[src/rtl/mode_controller_pkg.sv]
// Shared encodings and sizing helpers for the front-panel mode controller.
package mode_controller_pkg;

  localparam int MEGA = 1_000_000;

  typedef enum logic [1:0] {
    MODE_CLOCK = 2'd0,
    MODE_TIMER = 2'd1,
    MODE_ALARM = 2'd2
  } mode_t;

  typedef enum logic [1:0] {
    SELECT_NONE = 2'd0,
    SELECT_SEC  = 2'd1,
    SELECT_MIN  = 2'd2,
    SELECT_HOUR = 2'd3
  } select_t;

  typedef enum logic {
    ST_NORMAL = 1'b0,
    ST_RING   = 1'b1
  } state_t;

  localparam int NUM_BTN = 5;
  localparam int BTN_C   = 0;
  localparam int BTN_U   = 1;
  localparam int BTN_L   = 2;
  localparam int BTN_R   = 3;
  localparam int BTN_D   = 4;

  // Bits needed to hold 0..max_val (never less than 1).
  function automatic int cnt_w(input int max_val);
    return (max_val < 1) ? 1 : $clog2(max_val + 1);
  endfunction

  function automatic select_t next_select(input select_t s);
    case (s)
      SELECT_NONE: return SELECT_SEC;
      SELECT_SEC:  return SELECT_MIN;
      SELECT_MIN:  return SELECT_HOUR;
      default:     return SELECT_NONE;
    endcase
  endfunction

endpackage

[src/rtl/mode_controller_button_debounce.sv]
// One push-button: 2-flop synchroniser, stable-level debounce counter and
// a single-cycle pulse on the accepted rising edge.
module button_debounce
  import mode_controller_pkg::*;
#(
  parameter int DEBOUNCE_CYCLES = MEGA
) (
  input  logic clk,
  input  logic reset,
  input  logic raw,
  output logic level,
  output logic press
);

  localparam int            CW      = cnt_w(DEBOUNCE_CYCLES - 1);
  localparam logic [CW-1:0] CNT_MAX = CW'(DEBOUNCE_CYCLES - 1);

  logic [1:0]    sync;
  logic [CW-1:0] cnt;
  logic          mismatch;

  assign mismatch = sync[1] ^ level;

  always_ff @(posedge clk) begin
    if (reset) begin
      sync  <= '0;
      cnt   <= '0;
      level <= 1'b0;
      press <= 1'b0;
    end else begin
      sync  <= {sync[0], raw};
      press <= 1'b0;
      if (!mismatch) begin
        cnt <= '0;
      end else if (cnt == CNT_MAX) begin
        // DEBOUNCE_CYCLES-th consecutive differing sample: accept new level
        cnt   <= '0;
        level <= sync[1];
        press <= sync[1];
      end else begin
        cnt <= cnt + 1'b1;
      end
    end
  end

endmodule

[src/rtl/mode_controller.sv]
// Front-panel sequencer: debounced buttons, mode/select FSM, alarm/timer
// ring arbitration with acknowledge, auto-timeout and square-wave tone.
module mode_controller
  import mode_controller_pkg::*;
#(
  parameter int CLK_FREQ        = 100 * MEGA,
  parameter int DEBOUNCE_CYCLES = MEGA,
  parameter int TONE_HZ         = 1500,
  parameter int RING_TIMEOUT_S  = 60
) (
  input  logic       clk,
  input  logic       reset,
  input  logic       btn_c,
  input  logic       btn_u,
  input  logic       btn_l,
  input  logic       btn_r,
  input  logic       btn_d,
  input  logic       alarm_out,
  input  logic       timer_out,
  output logic [1:0] mode,
  output logic [1:0] select,
  output logic       increment,
  output logic       alarm_enable,
  output logic       timer_enable,
  output logic       ringing,
  output logic       ring_src,
  output logic       aud_pwm
);

  localparam int HALF    = CLK_FREQ / (2 * TONE_HZ);
  localparam int PRE_W   = cnt_w(CLK_FREQ - 1);
  localparam int SEC_W   = cnt_w(RING_TIMEOUT_S - 1);
  localparam int TONE_W  = cnt_w(HALF - 1);
  localparam logic [PRE_W-1:0]  PRE_MAX  = PRE_W'(CLK_FREQ - 1);
  localparam logic [SEC_W-1:0]  SEC_MAX  = SEC_W'(RING_TIMEOUT_S - 1);
  localparam logic [TONE_W-1:0] TONE_MAX = TONE_W'(HALF - 1);

  logic [NUM_BTN-1:0] btn_raw, btn_lvl, btn_press;

  assign btn_raw = {btn_d, btn_r, btn_l, btn_u, btn_c};

  for (genvar gi = 0; gi < NUM_BTN; gi++) begin : g_btn
    button_debounce #(.DEBOUNCE_CYCLES(DEBOUNCE_CYCLES)) u_db (
      .clk   (clk),
      .reset (reset),
      .raw   (btn_raw[gi]),
      .level (btn_lvl[gi]),
      .press (btn_press[gi])
    );
  end

  logic unused_btn;
  assign unused_btn = ^{btn_lvl[BTN_C], btn_lvl[BTN_L], btn_lvl[BTN_R],
                        btn_lvl[BTN_D], btn_press[BTN_U]};

  state_t  state, state_n;
  mode_t   mode_r, mode_n, saved_mode, saved_mode_n;
  select_t sel_r, sel_n, saved_sel, saved_sel_n;
  logic    alarm_en_n, timer_en_n, ring_src_n;
  logic    mask_a, mask_a_n, mask_t, mask_t_n;
  logic    elig_a, elig_t, timeout, ack, ring_run;

  logic [PRE_W-1:0]  pre_cnt;
  logic [SEC_W-1:0]  sec_cnt;
  logic [TONE_W-1:0] tone_cnt;

  assign elig_a   = alarm_out & ~mask_a;
  assign elig_t   = timer_out & ~mask_t;
  assign ringing  = (state == ST_RING);
  assign timeout  = (pre_cnt == PRE_MAX) && (sec_cnt == SEC_MAX);
  assign ack      = ringing & (btn_press[BTN_C] | timeout);
  assign ring_run = ringing & ~ack;

  always_ff @(posedge clk) begin
    if (reset) begin
      state        <= ST_NORMAL;
      mode_r       <= MODE_CLOCK;
      sel_r        <= SELECT_NONE;
      saved_mode   <= MODE_CLOCK;
      saved_sel    <= SELECT_NONE;
      alarm_enable <= 1'b0;
      timer_enable <= 1'b0;
      ring_src     <= 1'b0;
      mask_a       <= 1'b0;
      mask_t       <= 1'b0;
    end else begin
      state        <= state_n;
      mode_r       <= mode_n;
      sel_r        <= sel_n;
      saved_mode   <= saved_mode_n;
      saved_sel    <= saved_sel_n;
      alarm_enable <= alarm_en_n;
      timer_enable <= timer_en_n;
      ring_src     <= ring_src_n;
      mask_a       <= mask_a_n;
      mask_t       <= mask_t_n;
    end
  end

  always_comb begin
    state_n      = state;
    mode_n       = mode_r;
    sel_n        = sel_r;
    saved_mode_n = saved_mode;
    saved_sel_n  = saved_sel;
    alarm_en_n   = alarm_enable;
    timer_en_n   = timer_enable;
    ring_src_n   = ring_src;
    // Masks hold only while their event level persists
    mask_a_n     = mask_a & alarm_out;
    mask_t_n     = mask_t & timer_out;
    case (state)
      ST_NORMAL: begin
        if (elig_a || elig_t) begin
          state_n      = ST_RING;
          saved_mode_n = mode_r;
          saved_sel_n  = sel_r;
          ring_src_n   = ~elig_a;
          mode_n       = elig_a ? MODE_ALARM : MODE_TIMER;
          sel_n        = SELECT_NONE;
        end else begin
          if (btn_press[BTN_L]) alarm_en_n = ~alarm_enable;
          if (btn_press[BTN_C] && mode_r == MODE_TIMER) timer_en_n = ~timer_enable;
          if (btn_press[BTN_R]) begin
            case (mode_r)
              MODE_CLOCK: begin
                mode_n = MODE_TIMER;
                sel_n  = SELECT_SEC;
              end
              MODE_TIMER: begin
                mode_n     = MODE_ALARM;
                sel_n      = SELECT_SEC;
                timer_en_n = 1'b0;
              end
              default: begin
                mode_n = MODE_CLOCK;
                sel_n  = SELECT_NONE;
              end
            endcase
          end else if (btn_press[BTN_D]) begin
            sel_n = next_select(sel_r);
          end
        end
      end
      ST_RING: begin
        if (ack) begin
          state_n = ST_NORMAL;
          mode_n  = saved_mode;
          sel_n   = saved_sel;
          if (ring_src) begin
            mask_t_n   = 1'b1;
            timer_en_n = 1'b0;
          end else begin
            mask_a_n = 1'b1;
          end
        end
      end
      default: state_n = ST_NORMAL;
    endcase
  end

  // Prescaler and tone run only while the ring continues past this cycle,
  // so both read 0 on the first cycle after acknowledge.
  always_ff @(posedge clk) begin
    if (reset || !ring_run) begin
      pre_cnt  <= '0;
      sec_cnt  <= '0;
      tone_cnt <= '0;
      aud_pwm  <= 1'b0;
    end else begin
      if (pre_cnt == PRE_MAX) begin
        pre_cnt <= '0;
        sec_cnt <= sec_cnt + 1'b1;
      end else begin
        pre_cnt <= pre_cnt + 1'b1;
      end
      if (tone_cnt == TONE_MAX) begin
        tone_cnt <= '0;
        aud_pwm  <= ~aud_pwm;
      end else begin
        tone_cnt <= tone_cnt + 1'b1;
      end
    end
  end

  assign mode      = mode_r;
  assign select    = sel_r;
  assign increment = btn_lvl[BTN_U] & ~ringing;

endmodule

[config.mk]
export PLATFORM = sky130hd
export DESIGN_NAME = mode_controller
export DESIGN_NICKNAME = d
export VERILOG_FILES = /design/src/rtl/mode_controller_pkg.sv /design/src/rtl/mode_controller_button_debounce.sv /design/src/rtl/mode_controller.sv
export SDC_FILE = /design/constraint.sdc
export NUM_CORES = 1
export LEC_CHECK = 0
export CORE_MARGIN = 2
export CORE_UTILIZATION = 66
export CTS_CLUSTER_DIAMETER = 150
export DETAILED_ROUTE_END_ITERATION = 10
export GPL_ROUTABILITY_DRIVEN = 0
export PLACE_DENSITY = 0.84
export SKIP_CTS_REPAIR_TIMING = 1
export SYNTH_ARGS = -nofsm -noshare
export SYNTH_HDL_FRONTEND = slang
export SYNTH_HIERARCHICAL = 1
export SYNTH_SLANG_ARGS = --single-unit
[constraint.sdc]
create_clock -name clk -period 5.35 [get_ports clk]
set_clock_uncertainty 0.2 [all_clocks]
set_input_delay 1.07 -clock clk [delete_from_list [all_inputs] [get_ports clk]]
set_output_delay 1.07 -clock clk [all_outputs]
set_load 0.02 [all_outputs]
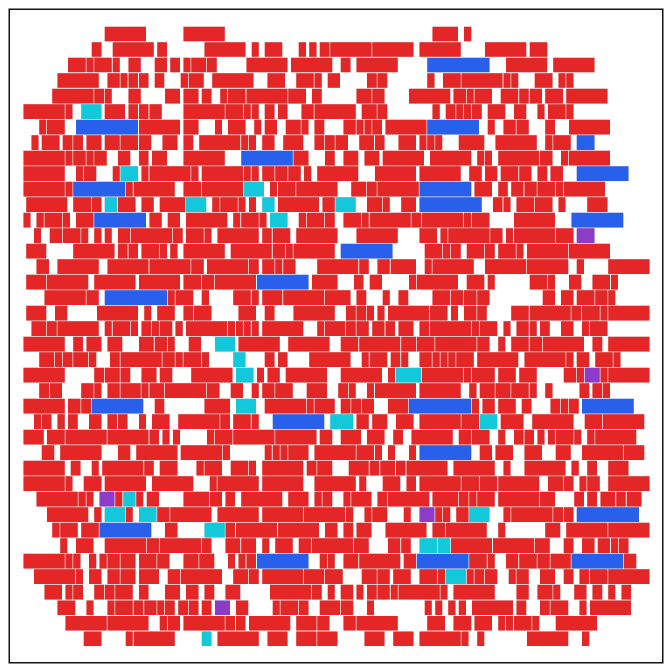
Run 1: drive-strength map
drive 1 or less -> red  # cells 892, share 94%, most used dfxtp_1
drive 2 -> cyan  # cells 24, share 2.5%, most used nand3_2
drive 6 and up -> blue  # cells 24, share 2.5%, most used clkbuf_16
drive 3 to 4 -> purple  # cells 5, share 0.53%, most used clkinvlp_4
final critical-path setup slack: 2280 ps
total non-filler cell area in the finished layout: 8950 um^2
Layout area overhead: 11.4%
Signal buffers: 19

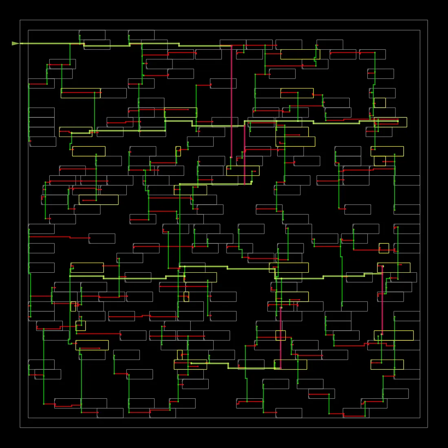
Run 1: clock wiring as the flow saved it
Sinks on Clock Net: 183
power in the clock group: 1.39 mW
CTS buffer count: 17
clock latency at the later pin of the worst-skew pair: 440 ps
final sequential cell count: 183

==> summary.txt, run 1 <==
Notes on the physical implementation.

- The DRC violation total after the first TritonRoute iteration is between 400 and 500, for reference.
- The number of warnings issued by yosys is 6, for reference.
- The cell sitting at the root of the clock tree is a clkbuf_16.
- The HPWL reported at the end of detailed placement is ~10 mm, for reference.
- The net count of the mapped netlist is around 940, for reference.
- The combinational gate area is 4130 um^2, for reference.
- The group that draws the most power in this run is registers.
- The library cells used most frequently in the layout, excluding fill and tap cells, are dfxtp_1 (183), nor2_1 (140), xnor2_1 (72), nand2_1 (49), a21oi_1 (48).
- The pin count of the biggest net entering global routing is approximately 43, for reference.
- The depth of the CTS H-tree is 4, for reference.
- The clock transition at the registers of the reported paths is around 60 ps, for reference.
- Per the detailed placement report, the placed cell area equals slightly above 8000 um^2.
- The finished design was reported to have a net count of 950.
- The number of cells in the design after placement is about 1100, for reference.
- The most critical min-delay path falls under register to register.
- Per the finish-stage timing summary, setup violations number 0.
- Of the total power, combinational logic draws 2.8%.
- The portion of the clock cycle consumed by the worst path in the final layout is a little under three fifths, for reference.
- The worst setup path is captured at a register.
- Per the final timing report, the hold violations number 0.
- Recorded from the global router log, the overflow total was 0.
- The report lists the number of standard-cell rows as 40.
- The internal power contribution is 2.28 mW, for reference.
- Measured on the finished design, the core utilization comes to 74.9%.
- The pre-placement core utilization is roughly two thirds, for reference.
- Per the timing report, the achievable frequency comes out to between 300 and 400 MHz.
- The proportion of power drawn by flip-flops and latches is just under 50%, for reference.
- Power spread over the standard cell area amounts to about 320 nW/um^2.
- The leakage power in the latest report is 2.64 nW.
- The number of detailed-route iterations in the first pass is 5, for reference.
- Each instance of the synthesized netlist takes up on average 8.74 um^2.
- For the finished layout, the period the worst path requires is approximately 3100 ps.
- The routed layout reports a DRC error count of 0.
- The aggregate negative setup slack is 0 ps, for reference.
- The wire length of the first global-routing pass is approximately 27 mm, for reference.
- The clock passes through at most 2 buffers.
- The power dissipated by switching net loads is between 500 and 600 uW, for reference.
- The critical path data arrival time is 3160 ps, for reference.
- TritonCTS built the clock tree.
- As logged by OpenROAD, the buffers inserted on ports number 18.
- The worst max-slew margin expressed relative to the limit is 44.9%, for reference.
- The data required time at the worst endpoint is between 5000 and 6000 ps, for reference.
- In this run the full chip footprint comes out at 13100 um^2.
- The worst setup path is of the register to register kind.
- The post-synthesis instance area is 8040 um^2, for reference.
- Setup repair after global routing left no endpoint under its margin.
- In the final routed layout, each cell accounts on average for ~14 um.
- The number of global-route vias before repair was between 5000 and 6000.
- The die is around 110 um tall.
- The repair_antennas step left the layout with diodes totalling 0.
- Summed over all routing layers, the global router reports a total usage of 25.0%.
- The worst setup path is launched from a register.
- The horizontal die dimension is 114 um, for reference.
- The number of antenna violations at the first check in global routing is 0, for reference.
- Among logic cells in the layout, the one with the most instances is dfxtp_1.
- The run finished with clean final reports.
- The overall power of the completed layout is about 2.9 mW, for reference.
- The number of max-capacitance violations reported is 0, for reference.
- The power report shows net switching accounting for just over 20% of the total.
- The detail route stage leaves a number of antenna-violating nets equal to 0.
- The sequential cell area in the final layout is about 3700 um^2, for reference.
- According to the floorplan report, the placeable core area is about 12000 um^2.
- The worst IR drop on VDD is between 0.0002 and 0.00025 V, for reference.
- The total tool warning count is 27, for reference.
- The number of instances in the synthesized netlist is roughly 920, for reference.
- The total sequential power is roughly 1.4 mW, for reference.
- The flow reports power dissipated in combinational cells as slightly below 80 uW.
- Of the cells placed in the final design, the portion with a size suffix greater than 1 is roughly 5.6%.
- The number of filler cells placed in the layout is just under 900, for reference.
- Looking at the max-slew report, the worst-margin pin has a slew of just over 800 ps.
- The routed design shows a via density per instance of between 5 and 6.
- The final max-slew violation count is 0, for reference.
- The count of cells in the finished layout, fillers not included, comes to about 1100.
- The number of placed I/O pins is 19, for reference.
- The largest fanout on the critical path is 16, for reference.
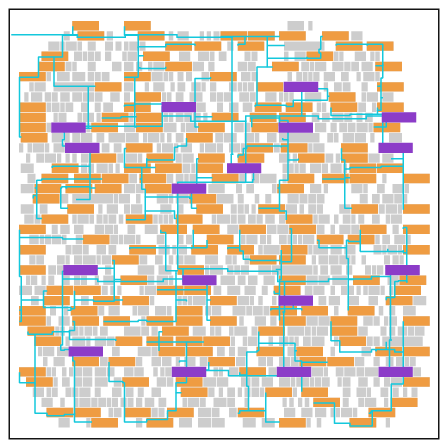
Run 1: clock network drawn from the DEF
flip-flops -> orange  # count 183
clock wires -> cyan  # length 1900 um
cells driving clock nets -> purple  # count 17
flops lie = all over the die
routed clock nets = 18
part of the power in the clock network: 48.6%

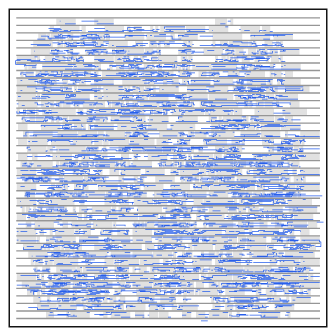
Run 1: met1 routing
Supply wires on this layer in gray. Cells faint in the background.
share of all routed wire = 46%
main direction = horizontal
longest straight run = 23.9 um
nets with wire on the layer = 902
total via count after detailed routing: 6375
GR met1 Demand/Resource: 31.3%
Routed Wire Length: 15.3 mm

## run 1: final timing paths
path | startpoint | endpoint | slack (ps) | cells after the start
min reg2reg | g_btn[4].u_db/sync[0]$_SDFF_PP0_ | g_btn[4].u_db/sync[1]$_SDFF_PP0_ | 240 | 1
min | g_btn[4].u_db/sync[0]$_SDFF_PP0_ | g_btn[4].u_db/sync[1]$_SDFF_PP0_ | 240 | 1
max reg2reg | pre_cnt[9]$_SDFF_PP0_ | tone_cnt[11]$_SDFF_PP0_ | 2280 | 5
max | pre_cnt[9]$_SDFF_PP0_ | tone_cnt[11]$_SDFF_PP0_ | 2280 | 5
## run 1: cell type report
| type | instances | area share (%) |
|---|---|---|
| clock buffer | 21 | 4.92 |
| clock inverter | 11 | 2.46 |
| inverter | 35 | 1.47 |
| multi-input combinational | 676 | 46.1 |
| sequential | 183 | 40.9 |
| tap | 147 | 2.05 |
| timing repair buffer | 19 | 2.04 |
## run 1: state kept, by name, indices dropped and copies added (netlist names), 2 cells and up
signal,flops
g_btn.u_db/sync,10
mode,2
g_btn.u_db/level,5
saved_mode,2
g_btn.u_db/cnt,100
sec_cnt,6
g_btn.u_db/press,4
tone_cnt,16
saved_sel,2
pre_cnt,27
select,2
## run 1: layer usage
metal / vias to the layer above / track usage, % / part of all wire (%)
met4: 0 / 7.80 / 1.5
met5: - / 0 / 0
met1: 2981 / 31.3 / 46
met3: 21 / 7.62 / 4.0
li1: 3271 / - / -
met2: 102 / 41.7 / 48
## run 1: metrics by stage
step,worst slack (ps),hold slack (ps)
global route,2150,261
finish,2280,237
detailed placement,2190,227
global placement,2220,217
floorplan,2730,214
CTS,2310,241
## run 1: worst max-delay path, cell delays in order, from the launching register on
cell      delay (ps)
dfxtp_1          370
or4_1            550
or4_1            580
nor4_2           530
nand3b_1         560
nor2_1           130
==> run 1 -> run 2 <==
CORE_UTILIZATION = 56   (was 66)
PLACE_DENSITY = 0.76   (was 0.84)
clock period = 2.7 ns   (was 5.35 ns; I/O delays follow)
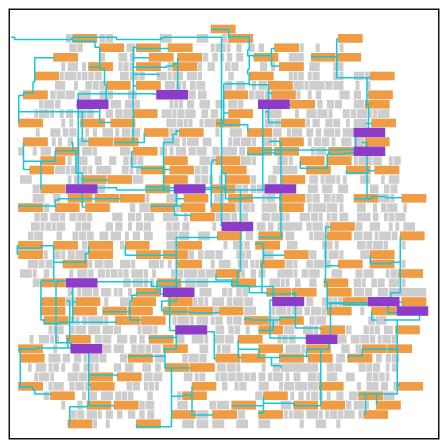
Run 2: clock network drawn from the DEF
cells driving clock nets -> purple  # count 17
clock wires -> cyan  # length 1950 um
flip-flops -> orange  # count 183
flops lie = all over the die
routed clock nets = 18
part of the power in the clock network: 45.8%
power in the clock group: 2.47 mW
clock latency at the later pin of the worst-skew pair: 430 ps

==> run 2 against run 1 <==
- total power increased by 89%
- fmax rose by 16%
- wire length down 2.6%
- sequential share of layout area fell by 0.79 points
- first-iteration DRC count decreased by 16%
- clock power grew 78%
- flip-flop count unchanged
- combinational power rose by 120%
- synthesized area did not move
- critical path depth did not move
- critical endpoint is now sec_cnt[5]$_SDFFE_PP0P_
- largest cell class unchanged
==> summary.txt, run 2 <==
Notes on the physical implementation.

- The number of cells in the design after placement came to 1112 (was 1060).
- The data required time at the worst endpoint is 2860 ps (was 5440 ps).
- The standard cell area after detailed placement is 8500 um^2 (was 8290 um^2), for reference.
- The count of final hold-check violations was 0 (unchanged).
- The count of cells along the worst hold path is 1 (unchanged).
- The depth of the CTS H-tree is 4 (unchanged), for reference.
- The HPWL reported at the end of detailed placement is 10.2 mm (was 10.0 mm), for reference.
- The post-synthesis instance area is 8040 um^2 (unchanged), for reference.
- The start of the worst register-to-register path is pre_cnt[25]$_SDFF_PP0_ (was pre_cnt[9]$_SDFF_PP0_), for reference.
- The maximum single-stage delay on the critical path is 570 ps (was 580 ps), for reference.
- The number of filler cells placed in the layout is 1145 (was 870), for reference.
- The type of destination of the critical path is a register (unchanged).
- The pin count of the biggest net entering global routing is 26 (was 43), for reference.
- The fraction of final layout cells sized beyond drive strength 1 is 8.48% (was 5.61%), for reference.
- The aggregate routed wire length came to 14.9 mm (was 15.3 mm).
- The net count of the mapped netlist is 938 (unchanged), for reference.
- The count of antenna-violating nets left after detailed routing is 0 (unchanged).
- The number of detailed-route iterations in the first pass is 5 (unchanged), for reference.
- The global-route total usage across every layer is 21.2% (was 25.0%).
- Largest registers: g_btn.u_db/cnt: 100 flops, pre_cnt: 27 flops, tone_cnt: 16 flops (unchanged).
- The final cell count without fillers is 1147 (was 1092).
- The actual slew at the worst max-slew pin is 620 ps (was 825 ps), for reference.
- The power density over the cells is 591 nW/um^2 (was 319 nW/um^2), for reference.
- The largest fanout on the critical path is 3 (was 16), for reference.
- The core box area is 13900 um^2 (was 12000 um^2), for reference.
- The pre-placement core utilization is 57.7% (was 67.2%), for reference.
- The overall power of the completed layout came to 5.40 mW (was 2.86 mW).
- The aggregate negative setup slack is 0 ps (unchanged), for reference.
- The critical path's slowest cell is or4_4 (was or4_1).
- The worst path buffer plus inverter count is 0 (unchanged).
- The static power due to leakage is 2.74 nW (was 2.64 nW), for reference.
- The final hold slack is 244 ps (was 237 ps), for reference.
- The via count normalized by instance count is 5.60 (was 5.84), for reference.
- Outcome: completed (unchanged).
- The maximum clock rate was 379 MHz (was 326 MHz).
- The number of buffers on the longest clock path is 2 (unchanged), for reference.
- The number of remaining DRC errors is 0 (unchanged), for reference.
- The wire length of the first global-routing pass is 26.3 mm (was 26.7 mm).
- The category of the worst setup path launch point is a register (unchanged), for reference.
- The count of endpoints failing setup in the final report is 0 (unchanged), for reference.
- The total tool warning count came to 27 (unchanged).
- The sequential cell area in the final layout was 3660 um^2 (about the same).
- The commonest non-fill, non-tap cell in the layout is dfxtp_1 (unchanged), for reference.
- The largest register by flop count was g_btn.u_db/cnt (unchanged).
- The total grt overflow is 0 (unchanged).
- The worst IR drop on VDD is 0.000459 V (was 0.000241 V), for reference.
- The total number of nets in the final design was 972 (was 950).
- The clock root buffer master is clkbuf_16 (unchanged), for reference.
- Ordered cell list for the critical path: or4bb_1 > or4_4 > or3_4 > or4_1 > a21oi_1 (was or4_1 > or4_1 > nor4_2 > nand3b_1 > nor2_1).
- The area of the chip is 15300 um^2 (was 13100 um^2), for reference.
- The number of sinks handled by clock tree synthesis is 183 (unchanged).
- The flip-flop count of the largest register after layout is 100 (unchanged), for reference.
- The start point of the worst min-delay path is g_btn[1].u_db/sync[0]$_SDFF_PP0_ (was g_btn[4].u_db/sync[0]$_SDFF_PP0_).
- The number of antenna violations at the first check in global routing is 0 (unchanged).
- The number of instances in the synthesized netlist was 920 (unchanged).
- The DRC violation total after the first TritonRoute iteration is 359 (was 427), for reference.
- Most frequent logic cells in the routed design: dfxtp_1 (182), nor2_1 (140), xnor2_1 (72), nand2_1 (49), a21oi_1 (48) (was dfxtp_1 (183), nor2_1 (140), xnor2_1 (72), nand2_1 (49), a21oi_1 (48)).
- The portion of the clock cycle consumed by the worst path in the final layout came to 97.7% (was 57.3%).
- The post-layout minimum cycle time is 2640 ps (was 3070 ps), for reference.
- The mean instance size in the synthesized netlist is 8.74 um^2 (unchanged), for reference.
- The number of global-route vias before repair is 5907 (was 5986), for reference.
- The final max-slew violation count is 0 (unchanged), for reference.
- The endpoint with the worst hold slack is g_btn[1].u_db/sync[1]$_SDFF_PP0_ (was g_btn[4].u_db/sync[1]$_SDFF_PP0_), for reference.
- The core occupancy in the finished layout is 65.5% (was 74.9%), for reference.
- The number of input and output port buffers inserted is 18 (unchanged), for reference.
- The end of the worst register-to-register path is sec_cnt[5]$_SDFFE_PP0P_ (was tone_cnt[11]$_SDFF_PP0_).
- The critical path data arrival time came to 2800 ps (was 3160 ps).
- The number of warnings issued by yosys came to 6 (unchanged).
- The setup slack of the worst register-to-register path is 60 ps (was 2280 ps), for reference.
- The height of the chip came to 124 um (was 114 um).
- The clock buffer count from CTS is 17 (unchanged), for reference.
- The mean routed wirelength per cell was 13.0 um (was 14.0 um).
- The combinational gate area is 4140 um^2 (was 4130 um^2), for reference.
- The number of inserted diodes is 0 (unchanged), for reference.
- The number of standard-cell rows in the floorplan came to 43 (was 40).
- The worst hold-check path type is register to register (unchanged), for reference.
- The TritonCTS clock tree is done (unchanged), for reference.
- The kind of cell adding the most delay to the critical path is simple AND/OR/NAND/NOR gates (unchanged), for reference.
- The total number of vias is 6418 (was 6375).
- The number of max-capacitance violations reported came to 0 (unchanged).
- The horizontal die dimension is 124 um (was 114 um), for reference.
- The pre-CTS worst setup slack was 31.0 ps (was 2190 ps).
- The logic depth of the worst register-to-register path came to 5 (unchanged).
- The clock transition at the registers of the reported paths came to 70 ps (was 60 ps).
- The worst max-slew margin expressed relative to the limit is 58.3% (was 44.9%), for reference.
- The number of placed I/O pins came to 19 (unchanged).
- The critical path start-end classification is register to register (unchanged).
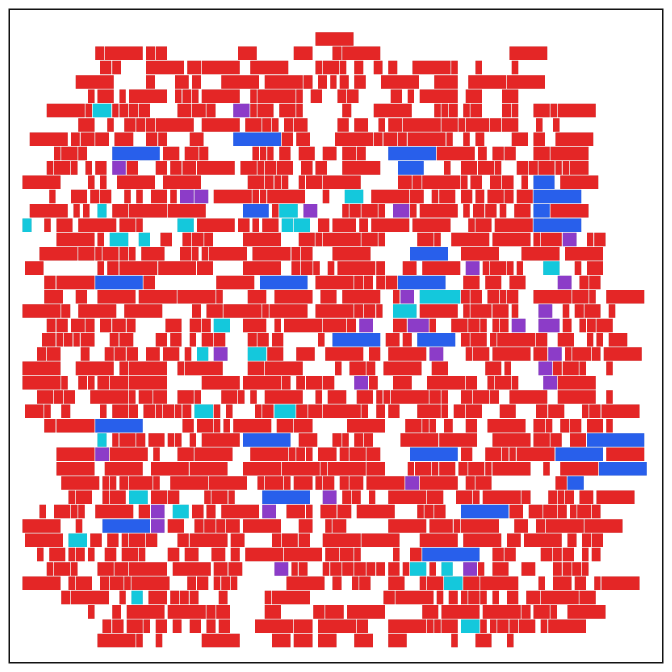
Run 2: drive-strength map
drive 3 to 4 -> purple  # cells 29, share 3.0%, most used buf_4
drive 1 or less -> red  # cells 885, share 92%, most used dfxtp_1
drive 2 -> cyan  # cells 27, share 2.8%, most used nand3_2
drive 6 and up -> blue  # cells 26, share 2.7%, most used clkbuf_16
Signal buffers: 41
Layout area overhead: 13.6%
final critical-path setup slack: 60.8 ps
total non-filler cell area in the finished layout: 9130 um^2

## run 2: netlist changes by cell type in the layout (fill, tap and decap cells not counted), moves of 2 or more
cell and delta:
buf_12 +2, buf_4 +20, bufinv_16 -4, clkbuf_1 -4, clkbuf_8 +2, clkinv_2 +2
## run 2: power by group
part | switching (mW) | internal (mW)
logic | 0.101 | 0.0750
clock network | 1.05 | 1.42
registers | 0.0296 | 2.72
total | 1.18 | 4.22
## run 2: cell type report
cell class | instances | share of cell area [%]
Tap cell | 180 | 2.47
Clock buffer | 19 | 4.96
Clock inverter | 13 | 1.60
Multi-Input combinational cell | 676 | 45.3
Sequential cell | 183 | 40.1
Inverter | 35 | 1.44
Timing Repair Buffer | 41 | 4.08
## run 2: worst max path at each step
stage	endpoint	cells past startpoint	startpoint	slack (ps)
after floorplan	sec_cnt[5]$_SDFFE_PP0P_	5	pre_cnt[9]$_SDFF_PP0_	80
after global placement	sec_cnt[5]$_SDFFE_PP0P_	5	pre_cnt[9]$_SDFF_PP0_	40
after detailed placement	sec_cnt[5]$_SDFFE_PP0P_	5	pre_cnt[26]$_SDFF_PP0_	30
after CTS	sec_cnt[5]$_SDFFE_PP0P_	5	pre_cnt[26]$_SDFF_PP0_	3
after global routing	select[0]$_SDFFE_PP0P_	7	pre_cnt[25]$_SDFF_PP0_	-1
final	sec_cnt[5]$_SDFFE_PP0P_	5	pre_cnt[25]$_SDFF_PP0_	60
## run 2: metal layers
metal	GRT usage (%)	part of all wire (%)	vias up
li1	-	-	3318
met1	27.7	49	3010
met2	34.9	47	77
met3	5.63	3.5	13
met4	5.68	1.0	0
met5	0	0	-
Power and IR drop assume default switching activity.
